`src/rtl/obstacle_scroller_if.sv`:
```
// Control/status bundle between the game controller (master) and the
// obstacle scroller (slave).
interface obstacle_scroller_if #(
   parameter int LINE_W  = 8,
   parameter int SPEED_W = 2,
   parameter int SCORE_W = 8
);
   logic               enable;
   logic               freeze;
   logic               clear;
   logic [SPEED_W-1:0] speed;
   logic [4:0]         density;
   logic [LINE_W-1:0]  ledLine;
   logic               step;
   logic               passed;
   logic [SCORE_W-1:0] score;

   modport master (
      output enable, freeze, clear, speed, density,
      input  ledLine, step, passed, score
   );

   modport slave (
      input  enable, freeze, clear, speed, density,
      output ledLine, step, passed, score
   );
endinterface

```
`src/rtl/obstacle_scroller.sv`:
```
// Obstacle generator for the dino game: spawns obstacles pseudo-randomly at
// bit LINE_W-1 and scrolls them toward the dino at bit 0, one position per
// scroll step. Step period, spawn density and minimum gap are programmable;
// obstacles leaving bit 0 are counted in a saturating score.
module obstacle_scroller #(
   parameter int         LINE_W    = 8,
   parameter int         TICK_DIV  = 16,
   parameter int         SPEED_W   = 2,
   parameter int         MIN_GAP   = 2,
   parameter logic [7:0] LFSR_TAPS = 8'hB8,
   parameter logic [7:0] LFSR_SEED = 8'h01,
   parameter int         SCORE_W   = 8
) (
   input  logic               clk,
   input  logic               reset,
   obstacle_scroller_if.slave bus
);

   localparam int CNT_W = $clog2(TICK_DIV) + 1;
   localparam int GAP_W = $clog2(MIN_GAP + 1) + 1;

   typedef enum logic [1:0] {
      IDLE  = 2'd0,
      RUN   = 2'd1,
      DRAIN = 2'd2
   } state_t;

   state_t           state;
   logic [CNT_W-1:0] div_cnt;
   logic [GAP_W-1:0] gap_cnt;
   logic [7:0]       lfsr;

   logic [CNT_W-1:0] period_m1;
   logic [CNT_W-1:0] shifted;
   logic             spawn;
   logic [7:0]       lfsr_next;
   logic [GAP_W-1:0] gap_inc;

   // Step period minus one, clamped so a period of zero behaves as one cycle.
   always_comb begin
      shifted   = CNT_W'(TICK_DIV) >> bus.speed;
      period_m1 = '0;
      if (shifted != '0) begin
         period_m1 = shifted - 1'b1;
      end
   end

   // Spawn decision and next-state values used when a step is committed.
   always_comb begin
      spawn     = (state == RUN) && (gap_cnt >= GAP_W'(MIN_GAP)) &&
                  ({1'b0, lfsr[3:0]} < bus.density);
      lfsr_next = (lfsr >> 1) ^ (lfsr[0] ? LFSR_TAPS : 8'h00);
      gap_inc   = (gap_cnt == '1) ? gap_cnt : gap_cnt + 1'b1;
   end

   // Control FSM, step divider, line shift register, LFSR and score.
   always_ff @(posedge clk) begin
      if (reset) begin
         state       <= IDLE;
         div_cnt     <= '0;
         gap_cnt     <= GAP_W'(MIN_GAP);
         lfsr        <= LFSR_SEED;
         bus.ledLine <= '0;
         bus.step    <= 1'b0;
         bus.passed  <= 1'b0;
         bus.score   <= '0;
      end else if (bus.clear) begin
         bus.ledLine <= '0;
         gap_cnt     <= GAP_W'(MIN_GAP);
         div_cnt     <= '0;
         bus.step    <= 1'b0;
         bus.passed  <= 1'b0;
      end else if (bus.freeze) begin
         bus.step    <= 1'b0;
         bus.passed  <= 1'b0;
      end else begin
         bus.step    <= 1'b0;
         bus.passed  <= 1'b0;
         case (state)
            IDLE: begin
               div_cnt <= '0;
               if (bus.enable) begin
                  state <= RUN;
               end
            end
            RUN, DRAIN: begin
               // An empty line ends a drain before any further counting.
               if (state == DRAIN && !bus.enable && bus.ledLine == '0) begin
                  state   <= IDLE;
                  div_cnt <= '0;
               end else begin
                  if (state == RUN && !bus.enable) begin
                     state <= DRAIN;
                  end else if (state == DRAIN && bus.enable) begin
                     state <= RUN;
                  end
                  if (div_cnt >= period_m1) begin
                     div_cnt     <= '0;
                     bus.step    <= 1'b1;
                     bus.passed  <= bus.ledLine[0];
                     bus.ledLine <= {spawn, bus.ledLine[LINE_W-1:1]};
                     gap_cnt     <= spawn ? '0 : gap_inc;
                     lfsr        <= lfsr_next;
                     if (bus.ledLine[0] && bus.score != '1) begin
                        bus.score <= bus.score + 1'b1;
                     end
                  end else begin
                     div_cnt <= div_cnt + 1'b1;
                  end
               end
            end
            default: begin
               state   <= IDLE;
               div_cnt <= '0;
            end
         endcase
      end
   end

endmodule

```
`src/flat_wrapper.sv`:
```
// flat-port wrapper written by rule: the top's interface ports become plain ports
module obstacle_scroller_flat 
#(
   parameter int         LINE_W    = 8,
   parameter int         TICK_DIV  = 16,
   parameter int         SPEED_W   = 2,
   parameter int         MIN_GAP   = 2,
   parameter logic [7:0] LFSR_TAPS = 8'hB8,
   parameter logic [7:0] LFSR_SEED = 8'h01,
   parameter int         SCORE_W   = 8
)
  (clk, reset, bus_enable, bus_freeze, bus_clear, bus_speed, bus_density, bus_ledLine, bus_step, bus_passed, bus_score);
  obstacle_scroller_if #(.LINE_W(LINE_W), .SPEED_W(SPEED_W), .SCORE_W(SCORE_W)) bus_i ();
  input  logic clk;
  input  logic reset;
  input wire logic [$bits(bus_i.enable)-1:0] bus_enable;
  input wire logic [$bits(bus_i.freeze)-1:0] bus_freeze;
  input wire logic [$bits(bus_i.clear)-1:0] bus_clear;
  input wire logic [$bits(bus_i.speed)-1:0] bus_speed;
  input wire logic [$bits(bus_i.density)-1:0] bus_density;
  output wire logic [$bits(bus_i.ledLine)-1:0] bus_ledLine;
  output wire logic [$bits(bus_i.step)-1:0] bus_step;
  output wire logic [$bits(bus_i.passed)-1:0] bus_passed;
  output wire logic [$bits(bus_i.score)-1:0] bus_score;
  assign bus_i.enable = bus_enable;
  assign bus_i.freeze = bus_freeze;
  assign bus_i.clear = bus_clear;
  assign bus_i.speed = bus_speed;
  assign bus_i.density = bus_density;
  assign bus_ledLine = bus_i.ledLine;
  assign bus_step = bus_i.step;
  assign bus_passed = bus_i.passed;
  assign bus_score = bus_i.score;
  obstacle_scroller #(.LINE_W(LINE_W), .TICK_DIV(TICK_DIV), .SPEED_W(SPEED_W), .MIN_GAP(MIN_GAP), .LFSR_TAPS(LFSR_TAPS), .LFSR_SEED(LFSR_SEED), .SCORE_W(SCORE_W)) u_core (.clk(clk), .reset(reset), .bus(bus_i));
endmodule
```
`config.mk`:
```
export PLATFORM = sky130hd
export DESIGN_NAME = obstacle_scroller_flat
export DESIGN_NICKNAME = d
export VERILOG_FILES = /design/src/rtl/obstacle_scroller_if.sv /design/src/rtl/obstacle_scroller.sv /design/src/flat_wrapper.sv
export SDC_FILE = /design/constraint.sdc
export NUM_CORES = 1
export LEC_CHECK = 0
export ABC_AREA = 1
export CAP_MARGIN = 20
export CORE_MARGIN = 2
export CORE_UTILIZATION = 50
export CTS_BUF_LIST = sky130_fd_sc_hd__clkbuf_4 sky130_fd_sc_hd__clkbuf_8 sky130_fd_sc_hd__clkbuf_16
export DETAILED_ROUTE_END_ITERATION = 12
export PLACE_DENSITY_LB_ADDON = 0.12
export SKIP_CTS_REPAIR_TIMING = 1
export SYNTH_ARGS = -nofsm -noshare
export SYNTH_HDL_FRONTEND = slang
export SYNTH_SLANG_ARGS = --single-unit
```
`constraint.sdc`:
```
create_clock -name clk -period 2.5 [get_ports clk]
set_input_delay 0.625 -clock clk [delete_from_list [all_inputs] [get_ports clk]]
set_output_delay 0.625 -clock clk [all_outputs]
set_load 0.05 [all_outputs]
```
==> images/m1.png <==
The bar under the picture is 20 µm long. Supply wires on this layer in gray.
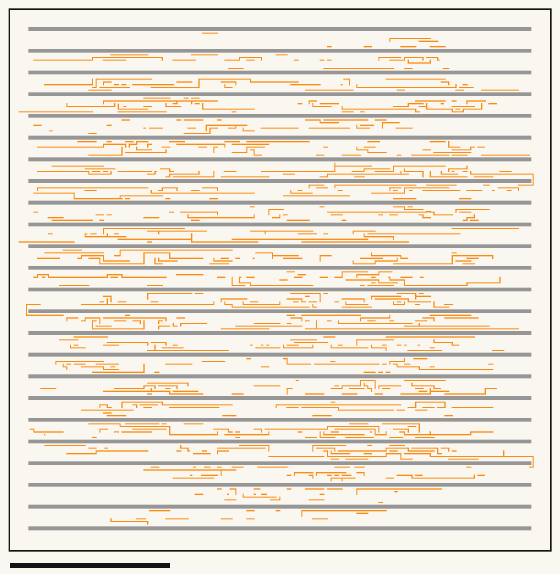
The wires run mostly horizontal. The layer carries 1940 µm of wire. The layer holds 49% of the routed length. The longest straight run is 26.7 µm.

==> images/m2.png <==
The bar under the picture is 20 µm long.
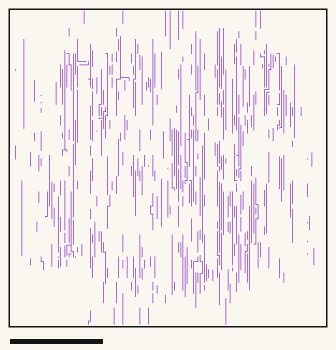
273 nets have wire on it. The layer holds 47% of the routed length.
Total Wirelength: 4.00 mm
M2 GR Usage: 34.6%
Via Count: 1817

==> images/m3.png <==
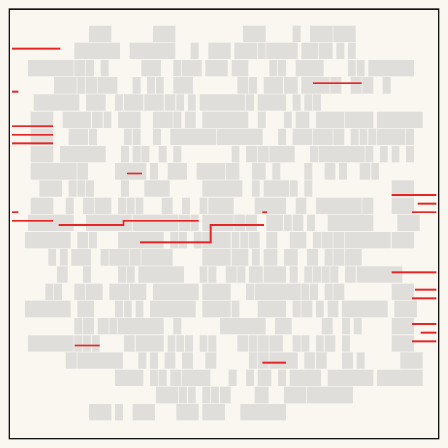
The wires run mostly horizontal. The layer holds 3.3% of the routed length. 19 nets have wire on it.
grt met3 use: 5.33%

-- layer usage --
metal / GRT usage, % / up-vias / part of all wire [%]
met2: 34.6 / 25 / 47
met3: 5.33 / 7 / 3.3
met5: 0 / - / 0
met4: 7.65 / 0 / 1.6
li1: - / 982 / -
met1: 24.1 / 803 / 49
-- flip-flops by register name, indices dropped and copies added, names as in the netlist --
register,flops
u_core.bus.ledLine,8
u_core.bus.passed,1
u_core.bus.score,8
u_core.bus.step,1
u_core.div_cnt,5
u_core.gap_cnt,3
u_core.lfsr,8
u_core.state,2
-- stage by stage --
| step | cells | hold WS (ns) | TNS, ns |
|---|---|---|---|
| 5_1_grt | 375 | 0.510 | -0.00514 |
| 6_report | 375 | 0.488 | 0 |
| 4_1_cts | 374 | 0.491 | 0 |
| 2_1_floorplan | 285 | 0.455 | 0 |
| 3_3_place_gp | 366 | 0.473 | -1.77 |
| 3_5_place_dp | 366 | 0.481 | -2.97 |
-- worst paths after layout --
check                                       from                                to  slack, ns
setup / recovery                    bus_speed[0]  u_core.bus.score[4]$_SDFFE_PP0P_       0.13
hold / removal    u_core.gap_cnt[2]$_SDFFE_PP0P_    u_core.gap_cnt[2]$_SDFFE_PP0P_       0.49
setup reg to reg  u_core.div_cnt[0]$_SDFFE_PP0N_  u_core.bus.score[4]$_SDFFE_PP0P_       0.72
hold reg to reg   u_core.gap_cnt[2]$_SDFFE_PP0P_    u_core.gap_cnt[2]$_SDFFE_PP0P_       0.49
-- final cells by class --
class	instances	share of cell area (%)
Clock buffer	8	3.85
Inverter	41	6.08
Multi-Input combinational cell	203	45.3
Sequential cell	36	28.5
Tap cell	50	2.47
Timing Repair Buffer	37	13.8
-- cells by family after synthesis --
family          synth area share [%]
compound gates                  11.4
xor+xnor                        4.32
fa+ha+maj                       9.88
buf+inv                         9.32
flops                           35.6
other cells                    0.185
simple gates                    29.3
-- critical path, cell delays in order --
cell,delay [ns]
clkdlybuf4s50_1,0.41
or2_2,0.30
ha_1,0.30
nand2_1,0.06
nand2_1,0.06
nand2_1,0.06
nand2_2,0.07
inv_1,0.06
nand2_4,0.08
nand3_4,0.11
nor2_4,0.23
nand2_1,0.08
nand2_1,0.06
nor2_1,0.04
-- where the power goes --
part	internal, W	leakage (nW)	switching, W
Combinational	0.0000373	0.708	0.0000452
Sequential	0.000575	0.290	0.00000154
Clock	0.000246	0.0523	0.000197
-- placed cells by master (no fill, tap or decap), types with 3 or more instances in the layout --
cell type,count
inv_1,36
clkbuf_8,6
o21ai_1,8
clkdlybuf4s50_1,29
nor3_1,3
inv_2,5
nor2_4,3
nand2_1,51
o21ai_0,12
xor2_1,8
nand4_1,3
nand2_2,3
a21oi_1,18
buf_4,8
nand3_1,14
ha_1,16
nor2_1,43
a21oi_2,6
dfxtp_1,36
==> flow_metrics.env <==
# flow metrics
export IMPL_status="complete, no violations"
export IMPL_slew_violations=0
export IMPL_crit_required_ns=2.68
export IMPL_p_leak_nw=1.05
export IMPL_slew_headroom_pct=66.7
export IMPL_path_class="input port to flop"
export IMPL_cts_buffers=5
export IMPL_synthFlopType="dfxtp_1"
export IMPL_fin_area_mm2=0.00253
export IMPL_grt_pass1_wl_mm=7.08
export IMPL_final_antenna_net_count=0
export IMPL_synth_top_area_share_pct=35.6
export IMPL_htree_levels=2
export IMPL_fp_dieH_um=67.7
export IMPL_drt_iter0_drc=87
export IMPL_final_util_pct=64.2
export IMPL_peakVddDrop_mv=0.328
export IMPL_crit_fanout=8
export IMPL_ys_seq_share_pct=35.6
export IMPL_total_power_w=0.00110
export IMPL_tightestPinTransition_ns=0.498
export IMPL_yosys_stat_cells=284
export IMPL_drc=0
export IMPL_root_buffer="clkbuf_8"
export IMPL_syn_area_per_cell_um2=7.14
export IMPL_async_reset_ff_share_pct=0
export IMPL_place_area_mm2=0.00240
export IMPL_synthTopCellsByCount="nand2_1 (52), nor2_1 (43), dfxtp_1 (36), inv_1 (36), a21oi_1 (23)"
export IMPL_grt_max_degree=17
export IMPL_min_path_type="flop to flop"
export IMPL_synth_edff_count=0
export IMPL_synth_cells=284
export IMPL_ys_top_cells_by_area="dfxtp_1 (36%), ha_1 (9.9%), nand2_1 (9.6%)"
export IMPL_fin_crit_ns=2.37
export IMPL_pre_cts_ws_ns=-0.173
export IMPL_comb_area_mm2=0.00115
export IMPL_finalHoldViolCount=0
export IMPL_antenna_found_initial=0
export IMPL_fp_util_pct=51.4
export IMPL_reg2reg_depth=13
export IMPL_ys_flops=36
export IMPL_cts_tree="done"
export IMPL_synth_distinct_cells=30
export IMPL_setup_viol=0
export IMPL_grt_ovfl_total=0
export IMPL_crit_arrival_ns=2.55
export IMPL_diodes=0
export IMPL_fin_crit_sh_pct=95.0
export IMPL_fp_dieW_um=67.7
export IMPL_n_fill_cell=392
export IMPL_whs_path_depth=2
export IMPL_core_mm2=0.00394
export IMPL_gp_congestion=0.837
export IMPL_largest_area_cell="dfxtp_1"
export IMPL_setup_ws_ns=0.125
export IMPL_grtUsageTotal_pct=20.2
export IMPL_die_area_mm2=0.00458
export IMPL_synth_cell_area_mm2=0.00203
export IMPL_num_io_pins=30
export IMPL_layout_nets=352
export IMPL_cts_buffer_depth=2
export IMPL_areaGrowthSynthToFinish_pct=24.9
export IMPL_yosys_warnings=0
export IMPL_p_per_area_mw_per_mm2=435
export IMPL_viasPerCell=4.85
export IMPL_fp_row_count=23
export IMPL_drive_gt1_share_pct=12.6
export IMPL_setup_worst_path_end_class="flop"
export IMPL_ys_area_mm2=0.00203
export IMPL_grt_pass1_vias=1735
export IMPL_seq_area_um2=721
export IMPL_cap_viol_max_count=0
export IMPL_wl_per_cell_um=10.7
export IMPL_clock_latency_late_pin_ns=0.28
export IMPL_portBuffers=29
export IMPL_clock_sinks=36
export IMPL_dp_hpwl_mm=2.96
export IMPL_path_clk_slew_ns=0.07
export IMPL_worstSetupStartpointType="input port"
export IMPL_fmax_ghz=0.421
export IMPL_warning_count=29
export IMPL_top_cell="nand2_1"
export IMPL_finClkSkew_ns=0.00615
export IMPL_drt_pass1_iter_count=4
Power figures rest on the tool's default switching activity, not on a simulated workload.
